[src/rtl/uart_pkg.sv]
// Shared UART definitions: parity mode codes and receiver/transmitter FSM states.
package uart_pkg;

  localparam int unsigned PARITY_NONE = 0;
  localparam int unsigned PARITY_ODD  = 1;
  localparam int unsigned PARITY_EVEN = 2;

  typedef enum logic [2:0] {
    ST_IDLE,
    ST_START,
    ST_DATA,
    ST_PARITY,
    ST_STOP,
    ST_WAIT_IDLE
  } uart_state_e;

endpackage

[src/rtl/uart_bit_sampler.sv]
// RX line synchroniser, free-running bit-period counter and 3-sample mid-bit majority vote.
module uart_bit_sampler #(
  parameter int unsigned p_CLKs_PB = 217
) (
  input  logic i_Clk,
  input  logic i_Rst_n,
  input  logic i_Rx_UART,
  input  logic clear,
  output logic line,
  output logic period_end_c,
  output logic bit_strobe,
  output logic bit_value
);

  localparam int unsigned CW = $clog2(p_CLKs_PB);
  localparam int unsigned H  = (p_CLKs_PB - 1) / 2;

  logic          sync1;
  logic          sync2;
  logic [CW-1:0] cnt;
  logic [1:0]    smp;

  // Two-flop synchroniser; resets to the idle (high) line level.
  always_ff @(posedge i_Clk) begin
    if (!i_Rst_n) begin
      sync1 <= 1'b1;
      sync2 <= 1'b1;
    end else begin
      sync1 <= i_Rx_UART;
      sync2 <= sync1;
    end
  end

  // Bit-period counter: held at zero while cleared, wraps at the end of each bit period.
  always_ff @(posedge i_Clk) begin
    if (!i_Rst_n) begin
      cnt <= '0;
    end else if (clear || (cnt == CW'(p_CLKs_PB - 1))) begin
      cnt <= '0;
    end else begin
      cnt <= cnt + CW'(1);
    end
  end

  // Capture the first two of the three mid-bit samples.
  always_ff @(posedge i_Clk) begin
    if (!i_Rst_n) begin
      smp <= '0;
    end else if (cnt == CW'(H - 1)) begin
      smp[0] <= sync2;
    end else if (cnt == CW'(H)) begin
      smp[1] <= sync2;
    end
  end

  // Third sample is the live synced line; the vote is decided at count H+1.
  assign line         = sync2;
  assign period_end_c = (cnt == CW'(p_CLKs_PB - 1));
  assign bit_strobe   = (cnt == CW'(H + 1));
  assign bit_value    = (smp[0] & smp[1]) | (smp[0] & sync2) | (smp[1] & sync2);

endmodule

[src/rtl/uart_rx_frame.sv]
// Parametrised UART receiver: frame FSM, parity/framing/break checks and a
// one-entry valid/ready holding register with overrun reporting.
module uart_rx_frame
  import uart_pkg::*;
#(
  parameter int unsigned p_CLKs_PB   = 217,
  parameter int unsigned p_DATA_BITS = 8,
  parameter int unsigned p_PARITY    = 0,
  parameter int unsigned p_STOP_BITS = 1
) (
  input  logic                   i_Clk,
  input  logic                   i_Rst_n,
  input  logic                   i_Rx_UART,
  output logic [p_DATA_BITS-1:0] o_Rx_Data,
  output logic                   o_Rx_Valid,
  input  logic                   i_Rx_Ready,
  output logic                   o_Parity_Err,
  output logic                   o_Frame_Err,
  output logic                   o_Break,
  output logic                   o_Overrun
);

  localparam int unsigned IW = $clog2(p_DATA_BITS + 1);

  uart_state_e            state;
  logic [p_DATA_BITS-1:0] shreg;
  logic [IW-1:0]          idx;
  logic                   perr_r;
  logic                   ferr_r;
  logic                   zero_r;

  logic line;
  logic period_end_c;
  logic bit_strobe;
  logic bit_value;
  logic done_c;
  logic break_c;
  logic ferr_c;
  logic clear_c;

  uart_bit_sampler #(
    .p_CLKs_PB (p_CLKs_PB)
  ) u_sampler (
    .i_Clk        (i_Clk),
    .i_Rst_n      (i_Rst_n),
    .i_Rx_UART    (i_Rx_UART),
    .clear        (clear_c),
    .line         (line),
    .period_end_c (period_end_c),
    .bit_strobe   (bit_strobe),
    .bit_value    (bit_value)
  );

  // Frame completes at the vote of the last stop bit; break needs every sampled bit at 0.
  assign done_c  = (state == ST_STOP) && bit_strobe && (idx == IW'(p_STOP_BITS - 1));
  assign break_c = zero_r & ~bit_value;
  assign ferr_c  = ferr_r | ~bit_value;
  // Counter is held idle while waiting for a start edge, while the line is low after a
  // break, and restarted on entry to WAIT_IDLE so a full high period is measured.
  assign clear_c = (state == ST_IDLE) ||
                   ((state == ST_WAIT_IDLE) && !line) ||
                   (done_c && break_c);

  // Frame FSM with shift register and accumulated error/zero tracking.
  always_ff @(posedge i_Clk) begin
    if (!i_Rst_n) begin
      state  <= ST_IDLE;
      shreg  <= '0;
      idx    <= '0;
      perr_r <= 1'b0;
      ferr_r <= 1'b0;
      zero_r <= 1'b0;
    end else begin
      case (state)
        ST_IDLE: begin
          if (!line) state <= ST_START;
        end
        ST_START: begin
          if (bit_strobe) begin
            if (bit_value) begin
              state <= ST_IDLE;
            end else begin
              state  <= ST_DATA;
              idx    <= '0;
              zero_r <= 1'b1;
              perr_r <= 1'b0;
              ferr_r <= 1'b0;
            end
          end
        end
        ST_DATA: begin
          if (bit_strobe) begin
            shreg  <= {bit_value, shreg[p_DATA_BITS-1:1]};
            zero_r <= zero_r & ~bit_value;
            if (idx == IW'(p_DATA_BITS - 1)) begin
              idx   <= '0;
              state <= (p_PARITY != PARITY_NONE) ? ST_PARITY : ST_STOP;
            end else begin
              idx <= idx + IW'(1);
            end
          end
        end
        ST_PARITY: begin
          if (bit_strobe) begin
            perr_r <= ((^shreg) ^ bit_value) != (p_PARITY == PARITY_ODD);
            zero_r <= zero_r & ~bit_value;
            idx    <= '0;
            state  <= ST_STOP;
          end
        end
        ST_STOP: begin
          if (bit_strobe) begin
            ferr_r <= ferr_c;
            zero_r <= zero_r & ~bit_value;
            if (done_c) begin
              idx   <= '0;
              state <= break_c ? ST_WAIT_IDLE : ST_IDLE;
            end else begin
              idx <= idx + IW'(1);
            end
          end
        end
        ST_WAIT_IDLE: begin
          if (line && period_end_c) state <= ST_IDLE;
        end
        default: state <= ST_IDLE;
      endcase
    end
  end

  // Holding register and handshake; a same-cycle handshake frees the slot for the new word.
  always_ff @(posedge i_Clk) begin
    if (!i_Rst_n) begin
      o_Rx_Data    <= '0;
      o_Rx_Valid   <= 1'b0;
      o_Parity_Err <= 1'b0;
      o_Frame_Err  <= 1'b0;
      o_Break      <= 1'b0;
      o_Overrun    <= 1'b0;
    end else begin
      o_Break   <= 1'b0;
      o_Overrun <= 1'b0;
      if (done_c) begin
        if (!o_Rx_Valid || i_Rx_Ready) begin
          o_Rx_Data    <= shreg;
          o_Parity_Err <= perr_r;
          o_Frame_Err  <= ferr_c;
          o_Rx_Valid   <= 1'b1;
          o_Break      <= break_c;
        end else begin
          o_Overrun <= 1'b1;
        end
      end else if (o_Rx_Valid && i_Rx_Ready) begin
        o_Rx_Valid   <= 1'b0;
        o_Parity_Err <= 1'b0;
        o_Frame_Err  <= 1'b0;
      end
    end
  end

endmodule

[config.mk]
export PLATFORM = sky130hd
export DESIGN_NAME = uart_rx_frame
export DESIGN_NICKNAME = d
export VERILOG_FILES = /design/src/rtl/uart_pkg.sv /design/src/rtl/uart_bit_sampler.sv /design/src/rtl/uart_rx_frame.sv
export SDC_FILE = /design/constraint.sdc
export NUM_CORES = 1
export LEC_CHECK = 0
export ABC_AREA = 1
export CORE_UTILIZATION = 57
export DETAILED_ROUTE_END_ITERATION = 7
export PLACE_DENSITY_LB_ADDON = 0.05
export SYNTH_ARGS = -nofsm -noshare
export SYNTH_HDL_FRONTEND = slang
export SYNTH_SLANG_ARGS = --single-unit
[constraint.sdc]
create_clock -name i_Clk -period 2.1 [get_ports i_Clk]
set_input_delay 0.63 -clock i_Clk [delete_from_list [all_inputs] [get_ports i_Clk]]
set_output_delay 0.63 -clock i_Clk [all_outputs]
set_load 0.02 [all_outputs]
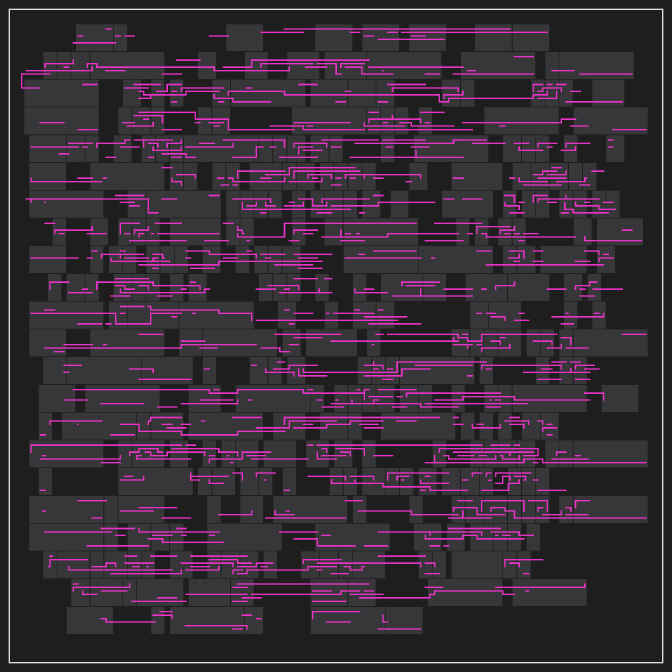
*Metal 1, run 1*
Cells faint in the background.
The wires run mostly horizontal. The layer carries 2020 µm of wire. The longest straight run is 22.1 µm. The layer holds 48% of the routed length.

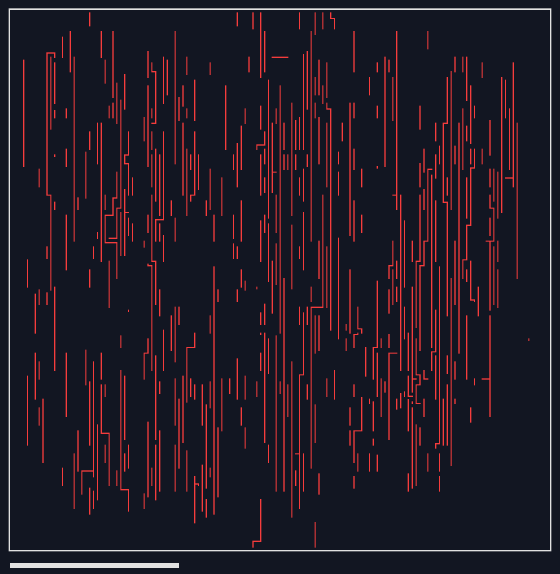
*Metal 2, run 1*
The bar under the picture is 20 µm long.
The longest straight run is 29.2 µm. 272 nets have wire on it. The layer carries 2020 µm of wire. The layer holds 48% of the routed length. The wires run mostly vertical.

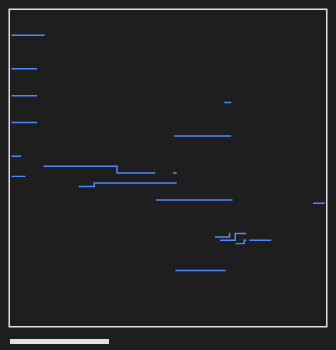
*Metal 3, run 1*
The bar under the picture is 20 µm long.
The layer carries 125 µm of wire. The wires run mostly horizontal. 13 nets have wire on it. The longest straight run is 16.6 µm.

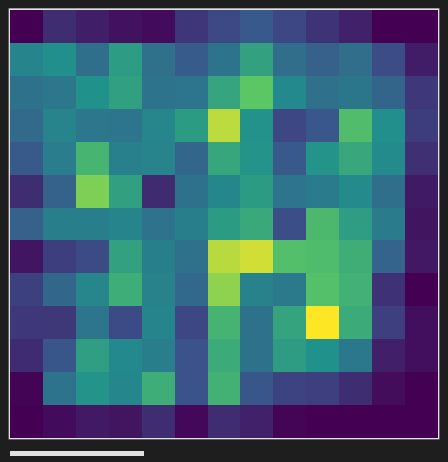
*Routed metal per tile, run 1*
The bar under the picture is 20 µm long. The die is cut into 13 by 13 equal tiles; dark purple is low, yellow is high, scaled to the fullest tile. Values are wire area over tile area, all layers added.
The fullest tile reaches 0.46. 25% of the tiles are over half the peak. The densest ninth of the die: middle.
Vias: 1921
average wire per standard cell: 10.92 µm
total wire length after detailed routing: 4217 µm

==> results.json, run 1 <==
{
  "critical_path.n_buffers_inverters": 1,
  "first_pass_grt_wire_length_um": 7389,
  "final-hold-violation-count": 0,
  "layout_worst_path_cycle_share_pct": 92.38,
  "crit_path_max_incr_delay_ns": 0.63,
  "place_hpwl_um": 3182,
  "final_util_pct": 68.08,
  "cts_post_setup_buffers_inserted": 0,
  "timing.critical_path.fanout_max": 4,
  "arrival_ns": 1.31,
  "ys.warnings.count": 0,
  "antenna_left": 0,
  "core_util_floorplan_pct": 59.67,
  "antenna_violations_before_repair": 0,
  "globalRouteOverflowTotal": 0,
  "hold-worst-slack_ns": 0.4258,
  "totalNegativeSetupSlack_ns": 0,
  "postSynthCellCount": 317,
  "worstHoldStart": "u_sampler.sync1$_SDFF_PN1_",
  "die_height_um": 63.91,
  "final_common_cell": "sky130_fd_sc_hd__nand2_1",
  "fin_worst_skew_ns": 0.007143,
  "syn_avg_cell_area_um2": 6.891,
  "crit_path_start": "o_Rx_Valid$_SDFFE_PN0P_",
  "run_status": "complete, no violations",
  "cts_root_buf": "sky130_fd_sc_hd__clkbuf_8",
  "post_cts_hold_buffer_count": 0,
  "yosysCellCount": 317,
  "critical_path.startpoint_type": "register",
  "post_synth_instance_area_mm2": 0.002185,
  "crit_slowest_cell": "sky130_fd_sc_hd__clkdlybuf4s50_1",
  "rsz_0062_raised_after_global_routing": "false",
  "tritoncts_num_sinks": 43,
  "maximum_number_of_pins_on_one_net_before_global_route_repair": 22,
  "enable_flop_cells": 0,
  "cts-root-to-sink-buffers": 2,
  "crit_family": "buffers and inverters",
  "openroad.warnings": 29,
  "placement_rows": 22,
  "globalRouteTotalUtil_pct": 23.24,
  "clock.latency.late_pin_ns": 0.29,
  "worstMarginPinSlew_ns": 0.4455,
  "hold_wc_path_type": "register to register",
  "worst-setup-path-type": "register to output port",
  "fillers": 332,
  "design.core.area_mm2": 0.003661,
  "dr.pass1.iters": 6,
  "cts-resized-gates": 0,
  "globalplace.congestion": 0.8586,
  "count_of_buffers_from_port_buffering": 16,
  "ys_async_sr_fraction_pct": 0,
  "die.size.x_um": 63.91,
  "crit_required_ns": 1.47,
  "end_kind": "output port",
  "cts.htree.levels": 2,
  "ys_seq_elements": 43,
  "cellLeakagePower_nw": 1.078,
  "layout-drive-gt1-share_pct": 9.467,
  "cts_inserted_buffers": 5,
  "worst_vdd_drop_v": 0.0005793,
  "final-max-slew-violation-count": 0,
  "pin_count": 17,
  "syn_to_final_growth_pct": 14.09,
  "timing.fmax_ghz": 0.5155,
  "fin_total_pwr_mw": 1.993,
  "layout_top_cells_excl_fill_tap": "68 x sky130_fd_sc_hd__nand2_1, 50 x sky130_fd_sc_hd__nor2_1, 43 x sky130_fd_sc_hd__inv_1, 43 x sky130_fd_sc_hd__dfxtp_1, 23 x sky130_fd_sc_hd__a21oi_1",
  "worstPathCellList": "clkdlybuf4s50_1",
  "first_global_vias": 1693,
  "routed_via_density": 4.977,
  "yosysChipArea_mm2": 0.002185,
  "reg_to_reg_start": "u_sampler.cnt[0]$_SDFF_PP0_",
  "synth_seq_share_pct": 39.40,
  "finalSetupViolCount": 0,
  "drt_first_iter_violations": 79,
  "drv.max_cap_violation_count": 0,
  "synth.net_count": 326,
  "design.final.nets": 346,
  "dr_drc_count": 0,
  "cts_tree": "yes",
  "period_minus_slack_ns": 1.940,
  "num_antenna_cells": 0,
  "dominantRegCellSynth": "sky130_fd_sc_hd__dfxtp_1",
  "design.die.area_mm2": 0.004084,
  "power_density_mw_per_mm2": 799.6,
  "relSlewSlack_pct": 70.23,
  "synth_cell_types": 31,
  "clock_pin_transition_on_the_worst_setup_and_hold_timing_paths_ns": 0.08
}
## run 1: sequential cells by signal (all words and copies together), names as in the netlist
signal,flops
o_Break,1
u_sampler.sync1,1
state,3
u_sampler.cnt,8
u_sampler.line,1
o_Parity_Err,1
o_Rx_Valid,1
u_sampler.smp,2
perr_r,1
ferr_r,1
o_Frame_Err,1
zero_r,1
shreg,8
o_Overrun,1
o_Rx_Data,8
idx,4
## run 1: per-stage QoR
step	setup slack (ns)	area [µm²]	instances
2_1_floorplan	0.5659	2185	317
3_3_place_gp	0.2287	2392	378
3_5_place_dp	0.1830	2392	378
4_1_cts	0.1484	2492	386
5_1_grt	0.1188	2492	386
6_report	0.1601	2492	386
## run 1: path summary, 6_finish.rpt
kind                            slack (ns)                           to  depth (start not counted)
worst min register to register        0.43    u_sampler.line$_SDFF_PN1_                          1
worst max-delay path                  0.16                   o_Rx_Valid                          1
worst min-delay path                  0.43    u_sampler.line$_SDFF_PN1_                          1
worst max register to register        0.38  u_sampler.cnt[2]$_SDFF_PP0_                          8
## run 1: area by class of cell
cell class                 instances  area (µm²)  area share [%]
timing repair buffer              18       175.2           7.028
tap                               48       60.06           2.410
clock buffer                       8       100.1           4.016
multi-input combinational        222        1119           44.88
inverter                          47       177.7           7.128
sequential                        43       860.8           34.54
## run 1: synth_stat cells (3+ instances only)
cell	number	area, µm²
sky130_fd_sc_hd__nand2_2	4	25.02
sky130_fd_sc_hd__nand2_1	68	255.2
sky130_fd_sc_hd__inv_1	43	161.4
sky130_fd_sc_hd__dfxtp_1	43	860.8
sky130_fd_sc_hd__ha_1	5	62.56
sky130_fd_sc_hd__xnor2_1	3	26.28
sky130_fd_sc_hd__nand3_1	19	95.09
sky130_fd_sc_hd__o21ai_0	18	90.09
sky130_fd_sc_hd__nor2_2	4	25.02
sky130_fd_sc_hd__nand2_4	3	33.78
sky130_fd_sc_hd__clkbuf_1	3	11.26
sky130_fd_sc_hd__nor2_1	50	187.7
sky130_fd_sc_hd__xor2_1	5	43.79
sky130_fd_sc_hd__a21oi_1	23	115.1
## run 1: cell families after synthesis
| kind of cell | share of synthesized area [%] |
|---|---|
| AND/OR/NAND/NOR | 33.22 |
| buffers and inverters | 9.392 |
| adder cells (fa/ha/maj) | 2.864 |
| flip-flops | 39.40 |
| AND-OR/OR-AND | 11.91 |
| XOR/XNOR | 3.207 |
## run 1: power by group
part           internal, mW  total (mW)  switching [mW]  leakage [nW]
Clock                 0.300       0.568           0.268        0.0515
Sequential            0.856       0.900          0.0444         0.347
Combinational         0.183       0.524           0.341         0.679
Total                  1.34        1.99           0.654          1.08
## run 1: layer usage
layer,up-vias,part of all wire [%],global-route usage [%]
li1,1029,-,-
met1,862,48,29.21
met2,23,48,39.36
met3,7,3.0,4.821
met4,0,1.3,7.670
met5,-,0,0
### Clock wiring as the flow saved it, run 1

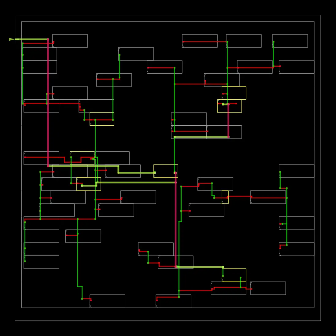

==> run 1 -> run 2 <==
--- a/config.mk
+++ b/config.mk
@@ -5,7 +5,7 @@
 export SDC_FILE = /design/constraint.sdc
 export NUM_CORES = 1
 export LEC_CHECK = 0
-export ABC_AREA = 1
+export ABC_AREA = 0
 export CORE_UTILIZATION = 57
 export DETAILED_ROUTE_END_ITERATION = 7
 export PLACE_DENSITY_LB_ADDON = 0.05
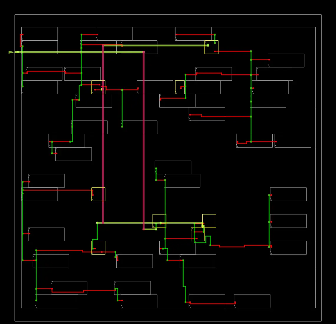
*Clock wiring as the flow saved it, run 2*
source-to-sink clock delay at the later pin of the worst-skew pair: 0.36 ns
number of CTS-inserted buffers: 5
num sequential: 43
total of clock buffers placed in the layout: 5
Clock Power: 0.405 mW

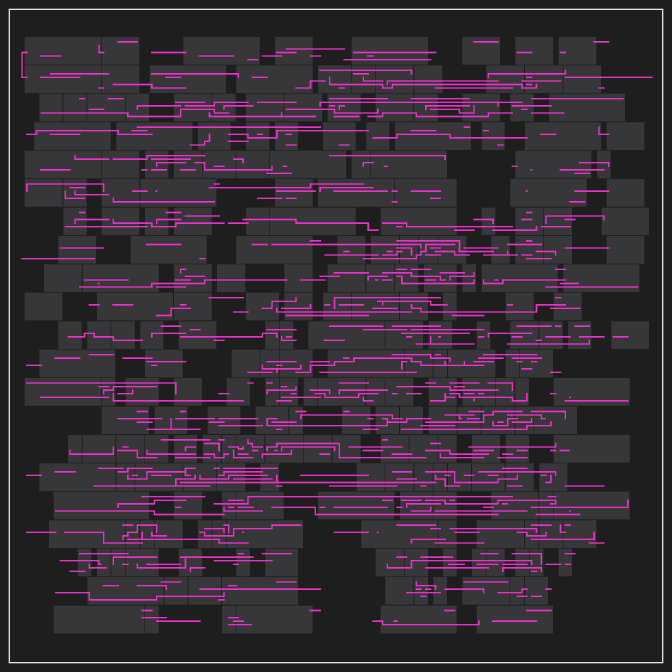
*Metal 1, run 2*
Cells faint in the background.
The wires run mostly horizontal. 237 nets have wire on it. The longest straight run is 25.3 µm.

==> results.json, run 2 <==
{
  "run_status": "complete, but fails checks",
  "violations": "setup timing",
  "hold_wc_path_type": "register to register",
  "finalSetupViolCount": 1,
  "final_common_cell": "sky130_fd_sc_hd__dfxtp_1",
  "routed_via_density": 5.568,
  "place_hpwl_um": 2907,
  "fin_worst_skew_ns": 0.004248,
  "dr.pass1.iters": 4,
  "worstHoldStart": "u_sampler.sync1$_SDFF_PN1_",
  "use_met2_pct": 35.44,
  "crit_required_ns": 2.42,
  "pin_count": 17,
  "totalNegativeSetupSlack_ns": -0.01496,
  "ys_seq_elements": 43,
  "period_minus_slack_ns": 2.115,
  "cts.htree.levels": 2,
  "crit_path_start": "u_sampler.cnt[1]$_SDFF_PP0_",
  "top_area_share_pct": 41.42,
  "grt_util_met1_pct": 29.36,
  "ys.warnings.count": 0,
  "crit_path_max_incr_delay_ns": 0.51,
  "layout-drive-gt1-share_pct": 14.80,
  "antenna_left": 0,
  "dr_drc_count": 0,
  "synth_cell_types": 51,
  "die_height_um": 62.38,
  "synth.net_count": 229,
  "dominantRegCellSynth": "sky130_fd_sc_hd__dfxtp_1",
  "hold_path_depth": 1,
  "fin_total_pwr_mw": 1.703,
  "tritoncts_num_sinks": 43,
  "most_heavily_used_metal_layer_in_global_routing": "met2",
  "num_antenna_cells": 0,
  "critical_path.startpoint_type": "register",
  "yosysCellCount": 220,
  "cts-root-to-sink-buffers": 2,
  "power_density_mw_per_mm2": 692.1,
  "design.die.area_mm2": 0.003891,
  "yosysChipArea_mm2": 0.002078,
  "cellLeakagePower_nw": 0.8507,
  "syn_avg_cell_area_um2": 9.447,
  "post_synth_instance_area_mm2": 0.002078,
  "drv.max_cap_violation_count": 0,
  "core_util_floorplan_pct": 60.84,
  "arrival_ns": 2.43,
  "final-max-slew-violation-count": 0,
  "drt_first_iter_violations": 102,
  "design.core.area_mm2": 0.003416,
  "worst-r2r-cell-count": 7,
  "layout_top_registers": "o_Rx_Data x8, shreg x8, u_sampler.cnt x8",
  "final-hold-violation-count": 0,
  "crit_slowest_cell": "sky130_fd_sc_hd__or4_1",
  "worst-setup-path-type": "register to register",
  "layout_top_cells_excl_fill_tap": "42 x sky130_fd_sc_hd__dfxtp_1, 20 x sky130_fd_sc_hd__nor2b_1, 18 x sky130_fd_sc_hd__mux2i_1",
  "synth_seq_share_pct": 41.42,
  "topCellsByArea": "sky130_fd_sc_hd__dfxtp_1 41%, sky130_fd_sc_hd__mux2i_1 8.7%, sky130_fd_sc_hd__nor2b_1 6.0%, sky130_fd_sc_hd__xnor2_1 3.8%, sky130_fd_sc_hd__ha_1 3.0%",
  "postSynthCellCount": 220,
  "cts_root_buf": "sky130_fd_sc_hd__clkbuf_4",
  "die.size.x_um": 62.38,
  "ys_async_sr_fraction_pct": 0,
  "fillers": 275,
  "timing.critical_path.fanout_max": 5,
  "design.final.nets": 258,
  "globalplace.congestion": 0.8416,
  "timing.fmax_ghz": 0.4728,
  "post_cts_hold_buffer_count": 0,
  "worstMarginPinSlew_ns": 0.4083,
  "relSlewSlack_pct": 72.59,
  "rsz_0062_raised_after_global_routing": "true",
  "maximum_number_of_pins_on_one_net_before_global_route_repair": 21,
  "openroad.warnings": 30,
  "count_of_buffers_from_port_buffering": 16,
  "post-synth-top-area-cell": "sky130_fd_sc_hd__dfxtp_1",
  "syn_to_final_growth_pct": 18.42,
  "gr-usage-met3_pct": 5.839,
  "setup_slack_ns": -0.01496,
  "antenna_violations_before_repair": 0,
  "first_pass_grt_wire_length_um": 6879,
  "cts_tree": "yes",
  "worst_vdd_drop_v": 0.0005736,
  "globalRouteOverflowTotal": 0,
  "synth.top_cells.by_count": "43 x sky130_fd_sc_hd__dfxtp_1, 20 x sky130_fd_sc_hd__nor2b_1, 18 x sky130_fd_sc_hd__mux2i_1",
  "netlist.top_cell.by_instances": "sky130_fd_sc_hd__dfxtp_1",
  "layout_worst_path_cycle_share_pct": 100.7,
  "final_util_pct": 72.05,
  "end_kind": "register",
  "first_global_vias": 1546,
  "placement_rows": 21,
  "clock_pin_transition_on_the_worst_setup_and_hold_timing_paths_ns": 0.13,
  "worstPathCellList": "inv_4 > ha_4 > nand4b_1 > or4_1 > a221o_1 > nor4_2 > o21a_1",
  "enable_flop_cells": 0
}
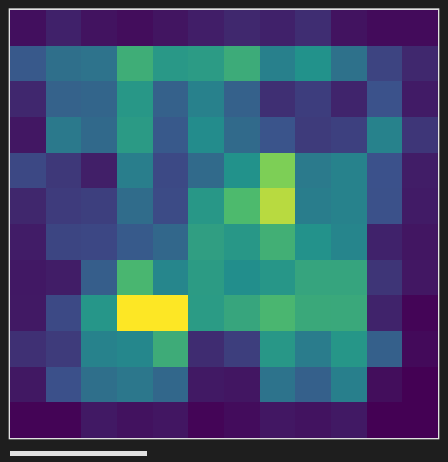
*Routed metal per tile, run 2*
The bar under the picture is 20 µm long. The die is cut into 12 by 12 equal tiles; dark purple is low, yellow is high, scaled to the fullest tile. Values are wire area over tile area, all layers added.
4.9% of the tiles are nearly empty. The mean over all tiles is 0.16. 22% of the tiles are over half the peak.
Vias: 1648
gr usage total: 22.68%
total wire length after detailed routing: 3961 µm
average wire per standard cell: 13.38 µm

-- run 2: cell count changes in the layout (fill, tap and decap cells not counted), moves of 7 or more --
cell | before | now
sky130_fd_sc_hd__clkbuf_8 | 7 | 0
sky130_fd_sc_hd__nand3_1 | 19 | 7
sky130_fd_sc_hd__nor2_1 | 50 | 15
sky130_fd_sc_hd__buf_4 | 2 | 15
sky130_fd_sc_hd__nor2b_1 | 0 | 20
sky130_fd_sc_hd__o21ai_0 | 18 | 5
sky130_fd_sc_hd__nand2_1 | 68 | 16
sky130_fd_sc_hd__inv_1 | 43 | 6
sky130_fd_sc_hd__a21oi_1 | 23 | 2
sky130_fd_sc_hd__mux2i_1 | 0 | 18
-- run 2: final timing paths --
path,endpoint,slack (ns)
min,u_sampler.line$_SDFF_PN1_,0.43
max,state[1]$_SDFFE_PN0P_,-0.01
min reg2reg,u_sampler.line$_SDFF_PN1_,0.43
max reg2reg,state[1]$_SDFFE_PN0P_,-0.01
-- run 2: cell type report --
class                      count  area, µm²  area share [%]
clock inverter                 3      20.02          0.8134
clock buffer                   5      37.54           1.525
multi-input combinational    160       1174           47.69
inverter                       8      32.53           1.322
tap                           46      57.56           2.339
timing repair buffer          31      275.3           11.18
sequential                    43      864.6           35.13
-- run 2: cells by family (layout without fill, tap and decap cells) --
family,count (synthesis),count (layout),synth area share [%]
buf+inv,17,47,3.191
fa+ha+maj,6,6,3.492
xor+xnor,14,14,6.562
flops,43,43,41.42
simple gates,89,89,24.86
mux,18,18,8.669
compound gates,33,33,11.80
-- run 2: stage by stage --
step	setup WS [ns]	hold WS (ns)	area, µm²	cells
2_1_floorplan	0.1525	0.3863	2078	220
3_3_place_gp	0.1175	0.3932	2357	286
3_5_place_dp	0.03346	0.4001	2357	286
4_1_cts	0.01726	0.4281	2415	294
5_1_grt	-0.1362	0.4400	2461	296
6_report	-0.01496	0.4284	2461	296
-- run 2: per-layer routing --
metal	vias to the layer above	wire length (µm)
li1	833	-
met1	774	1870
met2	34	1862
met3	7	147
met4	0	80
met5	-	0
-- run 2: worst max-delay path, delay by kind of cell (launching register included) --
family	cells	cell delay, ns
flops	1	0.38
buf+inv	1	0.06
simple gates	3	0.93
fa+ha+maj	1	0.12
compound gates	2	0.59
-- run 2: report_power, final --
part	total (mW)	switching, mW	leakage, nW	internal, mW
logic	0.412	0.205	0.475	0.207
clock network	0.405	0.277	0.0272	0.128
registers	0.886	0.0430	0.348	0.843
-- run 2: what timing repair did --
item,CTS,global route
resized,0,10
buffers inserted,0,2
setup endpoints to repair,0,14
endpoints found under the hold margin,0,0
Power and IR drop assume default switching activity.
